===== src/rtl/fetch_unit.sv =====
// Generic FIFO: power-of-two ring buffer with a synchronous clear that discards all entries.
// Latency: one cycle from a write to the entry appearing on rd_dat; the read data is combinational from the head.
// Backpressure: full is asserted at DEPTH entries. A write while full is dropped unless a read happens in the same cycle.
module fifo #(
    parameter int W     = 8,
    parameter int DEPTH = 4
) (
    input  logic         clk,
    input  logic         rst,
    input  logic         clr,
    input  logic         wr_vld,
    input  logic [W-1:0] wr_dat,
    input  logic         rd_rdy,
    output logic         rd_vld,
    output logic [W-1:0] rd_dat,
    output logic         full
);
    localparam int AW = $clog2(DEPTH);
    localparam int CW = AW + 1;

    logic [W-1:0]  mem [DEPTH];
    logic [AW-1:0] wr_ptr;
    logic [AW-1:0] rd_ptr;
    logic [CW-1:0] cnt;
    logic          do_wr;
    logic          do_rd;

    assign rd_vld = (cnt != '0);
    assign full   = (cnt == CW'(DEPTH));
    assign rd_dat = mem[rd_ptr];
    assign do_rd  = rd_rdy && rd_vld;
    assign do_wr  = wr_vld && (!full || do_rd);

    // Pointers and occupancy; the pointers wrap naturally because DEPTH is a power of two
    always_ff @(posedge clk) begin
        if (rst || clr) begin
            wr_ptr <= '0;
            rd_ptr <= '0;
            cnt    <= '0;
        end else begin
            if (do_wr) wr_ptr <= wr_ptr + 1'b1;
            if (do_rd) rd_ptr <= rd_ptr + 1'b1;
            case ({do_wr, do_rd})
                2'b10:   cnt <= cnt + CW'(1);
                2'b01:   cnt <= cnt - CW'(1);
                default: cnt <= cnt;
            endcase
        end
    end

    // Storage array; no reset is needed because the contents are only visible when the count is non-zero
    always_ff @(posedge clk) begin
        if (do_wr) mem[wr_ptr] <= wr_dat;
    end
endmodule

// Fetch unit: issues SS-wide instruction-memory requests with one outstanding, and buffers the returned groups for decode.
// Latency: the request is issued from IDLE, the response comes back in WAIT, and the group reaches out_valid on the cycle after the response.
// Backpressure: out_ready pops the whole head group. No request is issued while the buffer is full. A redirect clears the buffer and drops any response in flight.
module fetch_unit #(
    parameter int          SS         = 2,
    parameter int          FBUF_DEPTH = 4,
    parameter logic [31:0] RESET_PC   = 32'h6000_0000
) (
    input  logic              clk,
    input  logic              rst,
    input  logic              flush_valid,
    input  logic [31:0]       flush_pc,
    input  logic              predict_valid,
    input  logic [31:0]       predict_pc,
    output logic [31:0]       imem_addr,
    output logic              imem_rmask,
    input  logic [32*SS-1:0]  imem_rdata,
    input  logic              imem_resp,
    output logic [SS-1:0]     out_valid,
    output logic [32*SS-1:0]  out_inst,
    output logic [32*SS-1:0]  out_pc,
    input  logic              out_ready
);
    localparam logic [31:0] PC_STEP = 32'(4 * SS);

    typedef enum logic [1:0] {IDLE, WAIT, DROP} state_t;

    typedef struct packed {
        logic [31:0]      pc;
        logic [32*SS-1:0] inst;
    } group_t;

    state_t      state_q;
    state_t      state_d;
    logic [31:0] pc_q;
    logic [31:0] addr_q;
    logic        redirect;
    logic [31:0] redir_raw;
    logic [31:0] redir_pc;
    logic        issue;
    logic        accept;
    logic        pop;
    logic        buf_vld;
    logic        buf_full;
    group_t      push_dat;
    group_t      head_dat;

    // A commit flush outranks a predictor redirect; targets are forced to word alignment
    assign redirect  = flush_valid || predict_valid;
    assign redir_raw = flush_valid ? flush_pc : predict_pc;
    assign redir_pc  = redir_raw & ~32'h3;

    // Nothing is in flight in IDLE, so a free buffer entry is enough to reserve room for the response
    assign issue  = (state_q == IDLE) && !buf_full && !rst;
    assign accept = (state_q == WAIT) && imem_resp && !redirect;
    assign pop    = buf_vld && out_ready && !redirect;

    assign push_dat.pc   = pc_q;
    assign push_dat.inst = imem_rdata;

    fifo #(
        .W     ($bits(group_t)),
        .DEPTH (FBUF_DEPTH)
    ) u_fbuf (
        .clk    (clk),
        .rst    (rst),
        .clr    (redirect),
        .wr_vld (accept),
        .wr_dat (push_dat),
        .rd_rdy (pop),
        .rd_vld (buf_vld),
        .rd_dat (head_dat),
        .full   (buf_full)
    );

    // State register
    always_ff @(posedge clk) begin
        if (rst) state_q <= IDLE;
        else     state_q <= state_d;
    end

    // Next state and request outputs; a request issued under a redirect is still tracked, so its response is dropped
    always_comb begin
        state_d    = state_q;
        imem_rmask = issue;
        imem_addr  = (state_q == IDLE) ? pc_q : addr_q;
        case (state_q)
            IDLE: begin
                if (issue) state_d = redirect ? DROP : WAIT;
            end
            WAIT: begin
                if (imem_resp)     state_d = IDLE;
                else if (redirect) state_d = DROP;
            end
            DROP: begin
                if (imem_resp) state_d = IDLE;
            end
            default: state_d = IDLE;
        endcase
    end

    // Fetch PC advances only on an accepted group; a redirect overrides it. addr_q holds the address in flight.
    always_ff @(posedge clk) begin
        if (rst) begin
            pc_q   <= RESET_PC;
            addr_q <= RESET_PC;
        end else begin
            if (redirect)    pc_q <= redir_pc;
            else if (accept) pc_q <= pc_q + PC_STEP;
            if (issue) addr_q <= pc_q;
        end
    end

    // Head group presentation; slot PCs are derived from the group PC
    always_comb begin
        out_valid = {SS{buf_vld}};
        out_inst  = head_dat.inst;
        out_pc    = '0;
        for (int i = 0; i < SS; i++) begin
            out_pc[32*i +: 32] = head_dat.pc + 32'(4 * i);
        end
    end
endmodule


===== config.mk =====
export PLATFORM = sky130hd
export DESIGN_NAME = fetch_unit
export DESIGN_NICKNAME = d
export VERILOG_FILES = /design/src/rtl/fetch_unit.sv
export SDC_FILE = /design/constraint.sdc
export NUM_CORES = 1
export LEC_CHECK = 0
export CAP_MARGIN = 20
export CELL_PAD_IN_SITES_DETAIL_PLACEMENT = 0
export CELL_PAD_IN_SITES_GLOBAL_PLACEMENT = 2
export CORE_MARGIN = 3
export CORE_UTILIZATION = 40
export CTS_BUF_LIST = sky130_fd_sc_hd__clkbuf_8
export DETAILED_ROUTE_END_ITERATION = 12
export PLACE_DENSITY = 0.82
export SKIP_CTS_REPAIR_TIMING = 1
export SLEW_MARGIN = 10
export SYNTH_ARGS = -nofsm -noshare
export SYNTH_HDL_FRONTEND = slang
export SYNTH_HIERARCHICAL = 1
export SYNTH_SLANG_ARGS = --single-unit

===== constraint.sdc =====
create_clock -name clk -period 4.22 [get_ports clk]
set_input_delay 0.633 -clock clk [delete_from_list [all_inputs] [get_ports clk]]
set_output_delay 0.633 -clock clk [all_outputs]
set_load 0.02 [all_outputs]

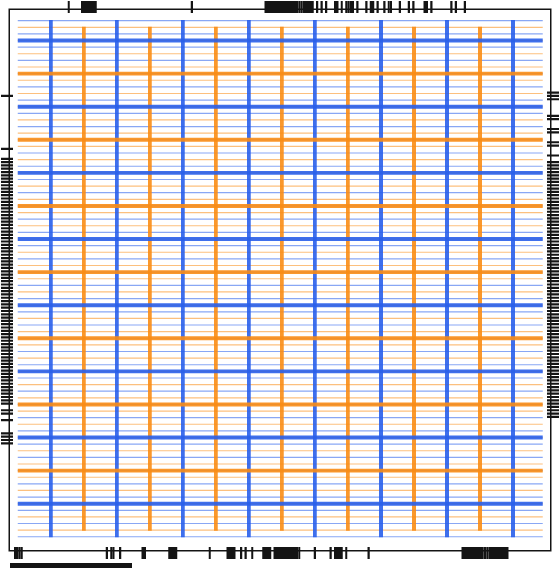
*PDN straps and rails, run 1*
Bar = 50 um. Pins as bars on the die edge.
legend:
  blue:
    net: VSS
  orange:
    net: VDD
met4 straps: 15
met1 rails: 79
signal pins: 297
rows: 78
VDD IR max: 174.1 uV
die width: 222.0 um
die extent in y: 222.0 um
Core Footprint: 0.04577 mm^2

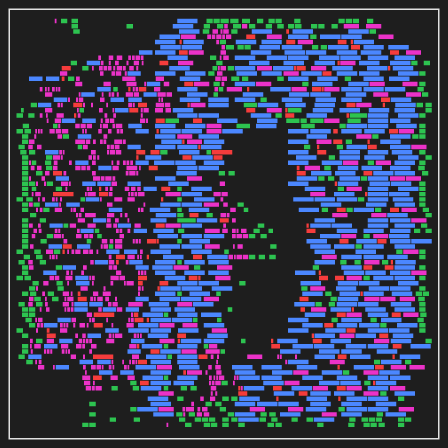
*Placed cells, one color a class, run 1*
legend:
  green:
    class: other buffers and delay cells
    cells: 336
  blue:
    class: flip-flops
    cells: 455
  magenta:
    class: all other logic
    cells: 592
  red:
    class: clock drivers and dummy loads
    cells: 139
Seq area share: 54.18%
fin util: 52.26%
site row count: 78
design area: 0.02392 mm^2

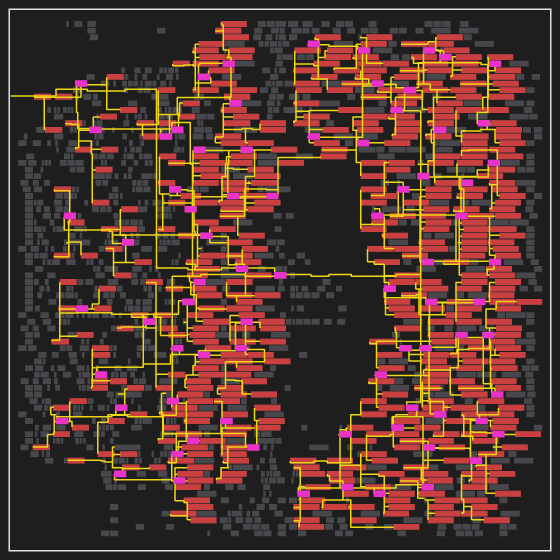
*Clock wires, drivers and flops, run 1*
legend:
  magenta:
    item: cells driving clock nets
    count: 77
  red:
    item: flip-flops
    count: 455
  yellow:
    item: clock wires
    length: 5510 um
flops lie: all over the die
routed clock nets: 78
worst-skew pair later-pin latency: 0.61 ns
clock power share: 40.1%

-- run 1: where the power goes --
| group | leakage [uW] | total, uW | internal (uW) | switching, uW |
|---|---|---|---|---|
| Combinational | 0.00301 | 510 | 257 | 253 |
| Clock | 0.000816 | 3680 | 1990 | 1690 |
| Sequential | 0.00404 | 4990 | 4920 | 75.9 |
-- run 1: cell type report --
class | instances | area, um^2 | share of cell area [%]
Multi-Input combinational cell | 576 | 5300 | 22.16
Sequential cell | 455 | 12960 | 54.18
Antenna cell | 1 | 2.502 | 0.01046
Clock buffer | 79 | 1087 | 4.546
Timing Repair Buffer | 336 | 3395 | 14.19
Tap cell | 600 | 750.7 | 3.139
Inverter | 16 | 60.06 | 0.2511
Clock inverter | 60 | 362.8 | 1.517
==> results_slide.txt, run 1 <==
Physical Implementation Snapshot

Drt
  – WL met1: slightly below 20000 um
  – DR top layer: met5
  – DR vias/cell: ~5.2
  – Initial DRC count: roughly 840

Synthesis
  – Post-synthesis simple-gate area fraction: 7.208%
  – Synth Area in XOR/XNOR: under 10%
  – Warnings from Yosys: 6
  – Mapped Avg Cell Area: 16.81 um^2
  – Post-synth regs: about 460
  – Cell count listed in synth_stat.txt: between 1000 and 1500
  – Netlist cell types: roughly 77
  – Ranking of synthesized cells by area: edfxtp_1 (62%), mux4_2 (12%), dfxtp_1 (7.6%)

Place
  – DP Area: 0.02229 mm^2
  – Placement Setup Slack: a little over 0.5 ns
  – RD Place Congestion: 0.7815

STA
  – Final Hold Slack: between 0.3 and 0.4 ns
  – Count of final max-slew check failures: 0
  – Worst-Margin Slew: between 0.8 and 0.9 ns

Hold path
  – Hold Crit Depth: 2
  – Hold Path End: pc_q[28]

Final layout
  – Fill cell count: roughly 3800
  – Most flops, register: u_fbuf/mem
  – Top Layout Cells: edfxtp_1 (384), clkdlybuf4s50_1 (281), mux4_2 (96)

Power and ir drop
  – Power density cells: about 380 mW/mm^2

Floorplan
  – I/O Pins: between 200 and 300

Setup path
  – Worst R2R Start: pc_q[3]
  – Worst Path Arrival: about 3.4 ns
  – CP required: about 3.6 ns
  – Slowest CP cell: clkdlybuf4s50_1
  – Worst r2r path cells: 6
  – CP delay by family, top: buffers and inverters

Global route
  – Largest net degree at the start of global routing: 59
  – Global route hottest layer: met2
  – Gr ovfl total: 0
  – GR met2 Demand/Resource: roughly 28%

Clock network
  – Clock net sink count: about 460

Status
  – Status: complete, no violations
--- run 2 (diff from run 1) ---
HOLD_SLACK_MARGIN = 0.12   (was unset)
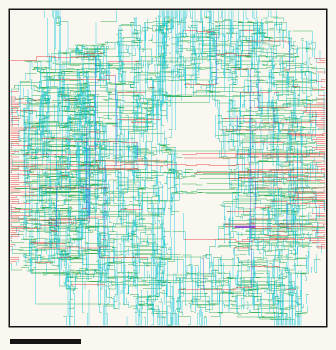
*Signal wires by layer, run 2*
Bar = 50 um.
legend:
  purple:
    layer: met5
    wire_length: 12.9 um
  red:
    layer: met3
    wire_length: 3460 um
  green:
    layer: met1
    wire_length: 19300 um
  blue:
    layer: met4
    wire_length: 682 um
  cyan:
    layer: met2
    wire_length: 21.2 mm
Avg WL per Cell: 21.04 um
overall routed net length: 44660 um
Global Route Usage Sum: 17.60%
via count: 11070

==> results_slide.txt, run 2 <==
Physical Implementation Snapshot

Status
  – Status: complete, no violations

Final layout
  – Clock buffer count: 79
  – Top Layout Cells: edfxtp_1 (384), clkdlybuf4s50_1 (281), mux4_2 (96)
  – Fin util: approximately 52%
  – NonClk Buf Share: between 10% and 20%
  – Sequential cell area: 0.01296 mm^2
  – Logic share of the area: 22.16%
  – Leading cell kind: flip-flops and latches
  – Seq area share: 54.18%
  – MI comb area: approximately 0.0053 mm^2
  – Design area: about 0.024 mm^2
  – Fill cell count: around 3800
  – Layout clock area frac: under 10%
  – Multi-In Gates: ~580
  – Most flops, register: u_fbuf/mem

Synthesis
  – Mapped Avg Cell Area: between 15 and 20 um^2
  – Cell count listed in synth_stat.txt: roughly 1100
  – Warnings from Yosys: 6
  – Ranking of synthesized cells by area: edfxtp_1 (62%), mux4_2 (12%), dfxtp_1 (7.6%)

Setup path
  – CP required: ~3.6 ns
  – Worst Setup End Kind: output port
  – Worst R2R Start: pc_q[3]
  – Slowest CP cell: clkdlybuf4s50_1
  – CP delay by family, top: buffers and inverters
  – Worst r2r path cells: 6
  – Worst Path Arrival: roughly 3.4 ns

Global route
  – Largest net degree at the start of global routing: about 60
  – Gr ovfl total: 0
  – Antenna violations before repair: 1
  – GR met2 Demand/Resource: between 20% and 30%
  – Global route hottest layer: met2

Power and ir drop
  – Total power: just over 9000 uW
  – Power density cells: between 300 and 400 mW/mm^2

Flow run
  – Max_cap viols: 0

Floorplan
  – Well Taps: approximately 600
  – Core Footprint: ~0.046 mm^2
  – Die width: roughly 220 um
  – Site row count: 78
  – I/O Pins: 297
  – Die extent in y: 222.0 um

STA
  – Final Hold Fails: 0
  – Final Hold Slack: 0.3893 ns
  – Worst-Margin Slew: a little under 0.9 ns
  – Count of final max-slew check failures: 0

Place
  – Placement Setup Slack: slightly above 0.5 ns
  – RD Place Congestion: roughly 0.78

Clock network
  – Clock net sink count: 455
  – Worst-skew pair later-pin latency: 0.61 ns

Hold path
  – Hold Crit Depth: 2
  – Hold Path End: pc_q[28]

Drt
  – DR vias/cell: 5.212
  – DR top layer: met5
  – Metal3 WL: 3458 um
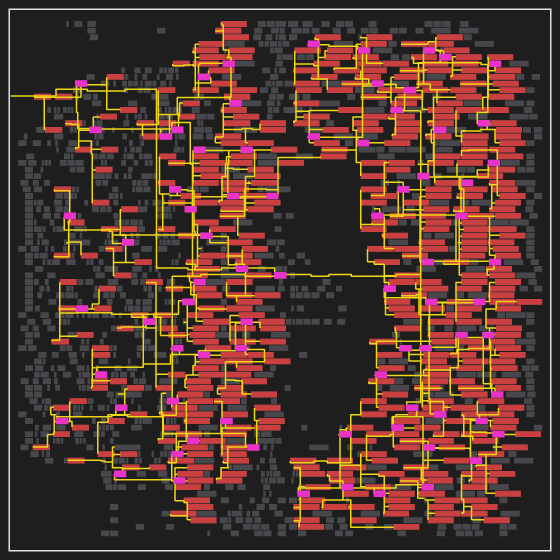
*Clock wires, drivers and flops, run 2*
legend:
  magenta:
    item: cells driving clock nets
    count: 77
  red:
    item: flip-flops
    count: 455
  yellow:
    item: clock wires
    length: 5510 um
routed clock nets: 78
Clock net power: 3680 uW
Max Clock Skew: 0.02591 ns

-- run 2: cell counts after synthesis --
No cell type changed its count.
-- run 2: power breakdown --
group / leakage (uW) / internal [uW] / total [uW] / switching [uW]
logic: 0.00301 / 257 / 510 / 253
clock network: 0.000816 / 1990 / 3680 / 1690
registers: 0.00404 / 4920 / 4990 / 75.9
total: 0.00786 / 7160 / 9180 / 2020
-- run 2: cell families (layout without fill, tap and decap cells) --
group / count (synthesis) / after routing / share of synthesized area [%]
AND-OR/OR-AND: 126 / 126 / 4.466
XOR/XNOR: 46 / 46 / 2.159
adder cells (fa/ha/maj): 7 / 7 / 0.5096
buffers and inverters: 88 / 491 / 2.447
flip-flops: 455 / 455 / 69.41
multiplexers: 133 / 133 / 13.78
other: 1 / 11 / 0.02010
AND/OR/NAND/NOR: 254 / 254 / 7.208
### Track usage over the die, run 2

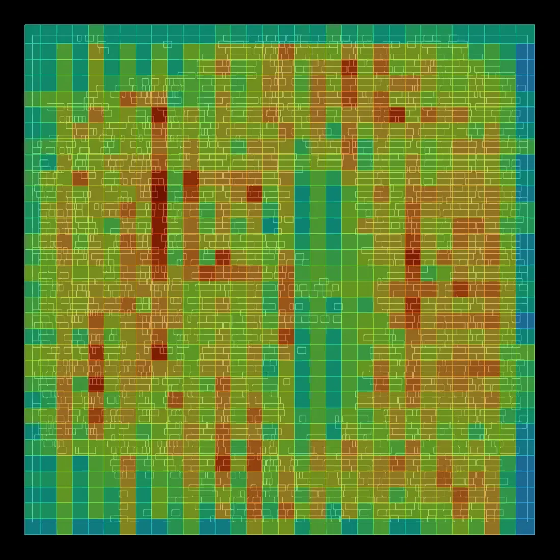

--- run 3 (diff from run 2) ---
MAX_ROUTING_LAYER = met4   (was unset)
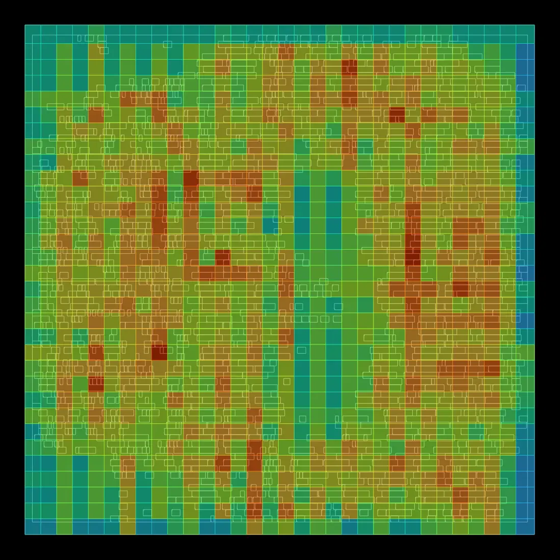
*Track usage over the die, run 3*
Global Route Usage Sum: 18.14%
global route hottest layer: met2
GR met2 Demand/Resource: 27.93%
GR Layer Usage met3: 4.435%

==> results_slide.txt, run 3 <==
Physical Implementation Snapshot

Synthesis
  – Cells after Synth: between 1000 and 1500
  – Post-synthesis simple-gate area fraction: 7.208%
  – Synth top cell by count: edfxtp_1
  – Top cells by count, synth: edfxtp_1 (384), mux4_2 (96), nand2_1 (94)
  – Top-area cell share: 61.79%
  – Main kind of combinational logic by area: multiplexers
  – Aoi share: under 10%
  – Ranking of synthesized cells by area: edfxtp_1 (62%), mux4_2 (12%), dfxtp_1 (7.6%)
  – Async set-or-reset flop fraction in the synthesized netlist: 0%
  – Adder-cell share of the synthesized area: less than 1%
  – Cell count listed in synth_stat.txt: 1110
  – Largest area contributor in the netlist: edfxtp_1
  – Post-synth regs: around 460
  – Mapped Avg Cell Area: around 17 um^2
  – Yosys stat area: roughly 0.019 mm^2
  – Sequential area share after synthesis: 69.41%
  – Netlist cell types: between 70 and 80
  – Mux share: roughly 14%
  – Warnings from Yosys: 6
  – Synth Area in XOR/XNOR: under 10%

Final layout
  – Top Layout Cells: edfxtp_1 (384), clkdlybuf4s50_1 (281), mux4_2 (96)
  – Most flops, register: u_fbuf/mem
  – Layout cells sized above 1: about a fifth
  – Fin util: around 52%
  – Post-route non-filler standard cell count: 2123

Clock network
  – CTS clock-pin slew for the worst setup and hold paths: about 0.060 ns
  – Worst-skew pair later-pin latency: 0.61 ns
  – Clock net sink count: roughly 460
  – CTS tree: done
  – CTS buffer count: 77
  – Largest buffer count on any clock path: 3
  – H-Tree Depth: 3

Setup path
  – Worst Path Arrival: 3.41 ns
  – Worst R2R Start: pc_q[3]
  – CP required: ~3.6 ns
  – Slowest CP cell: clkdlybuf4s50_1
  – Worst Setup End Kind: output port
  – Worst r2r path cells: 6

Global route
  – Largest net degree at the start of global routing: 59
  – Antenna violations before repair: 1
  – Gr ovfl total: 0

Power and ir drop
  – Sw Share: a little over a fifth
  – Combinational Power: between 500 and 600 uW
  – Clock power share: around 40%
  – Power density cells: roughly 380 mW/mm^2
  – Clock net power: ~3700 uW
  – Internal cell power: approximately 7200 uW
  – Max power group: sequential cells
  – VDD IR max: 174.4 uV
  – P_seq: 4990 uW
  – Seq pwr share: between 50 and 60%
  – Combinational share of power: ~5.5%
  – Sw power: 2015 uW
  – Total power: slightly above 9000 uW

Drt
  – Initial DRC count: between 800 and 900
  – Avg WL per Cell: roughly 21 um
  – WL met1: slightly below 20000 um
  – DR vias/cell: 5.211
  – DR top layer: met4
  – Metal3 WL: slightly above 3000 um
  – Via count: 11060
  – Overall routed net length: between 40000 and 50000 um

Status
  – Status: complete, no violations

STA
  – Worst-Margin Slew: around 0.91 ns
  – Max Clock Skew: ~0.025 ns
  – Final Cycle Share: about 96%
  – Final Hold Slack: about 0.4 ns
  – Final Hold Fails: 0
  – Count of final max-slew check failures: 0

Hold path
  – Hold Path End: pc_q[28]
  – Hold Crit Depth: 2

Place
  – Placement Setup Slack: between 0.5 and 0.6 ns
  – Placed insts: between 1500 and 2000
  – IO Port Bufs: approximately 290
  – RD Place Congestion: 0.7923

Flow run
  – Max_cap viols: 0

Floorplan
  – Die extent in y: between 200 and 250 um
  – I/O Pins: ~300
  – Die width: around 220 um
  – Fp util: around two fifths
  – Site row count: ~78
  – Core Footprint: approximately 0.046 mm^2
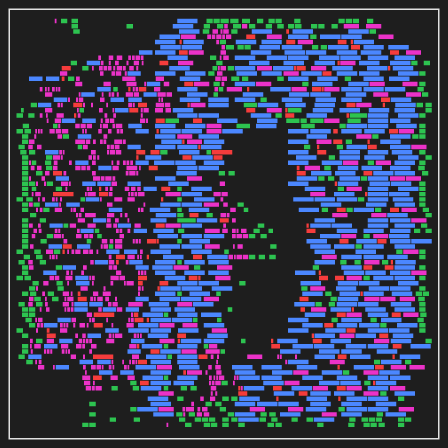
*Placed cells, one color a class, run 3*
legend:
  blue:
    class: flip-flops
    cells: 455
  red:
    class: clock drivers and dummy loads
    cells: 139
  green:
    class: other buffers and delay cells
    cells: 336
  magenta:
    class: all other logic
    cells: 592

-- run 3: cell counts after synthesis --
Identical to the previous run, type by type.
-- run 3: cell type report --
type / count / area (um^2)
flip-flops and latches: 455 / 12960
clock buffers: 79 / 1087
inverters: 16 / 60.06
fillers: 3836 / 21850
clock inverters: 60 / 362.8
well taps: 600 / 750.7
repair buffers: 336 / 3395
diodes: 1 / 2.502
multi-input cells: 576 / 5300
-- run 3: through the flow --
step	TNS [ns]	cell area (um^2)
global placement	0	22290
global route	-0.01521	23920
finish	0	23920
floorplan	0	18690
detailed placement	0	22290
CTS	-1.281	23740
-- run 3: critical path, delay by kind of cell (launching register included) --
family	cells	cell delay, ns
muxes	1	0.59
xor gates and xnor gates	1	0.12
and+or+nand+nor	4	0.49
adders and majority gates	1	0.26
DFF	1	0.47
buffers and inverters	2	0.88
Power is estimated from default activity; no workload was simulated.
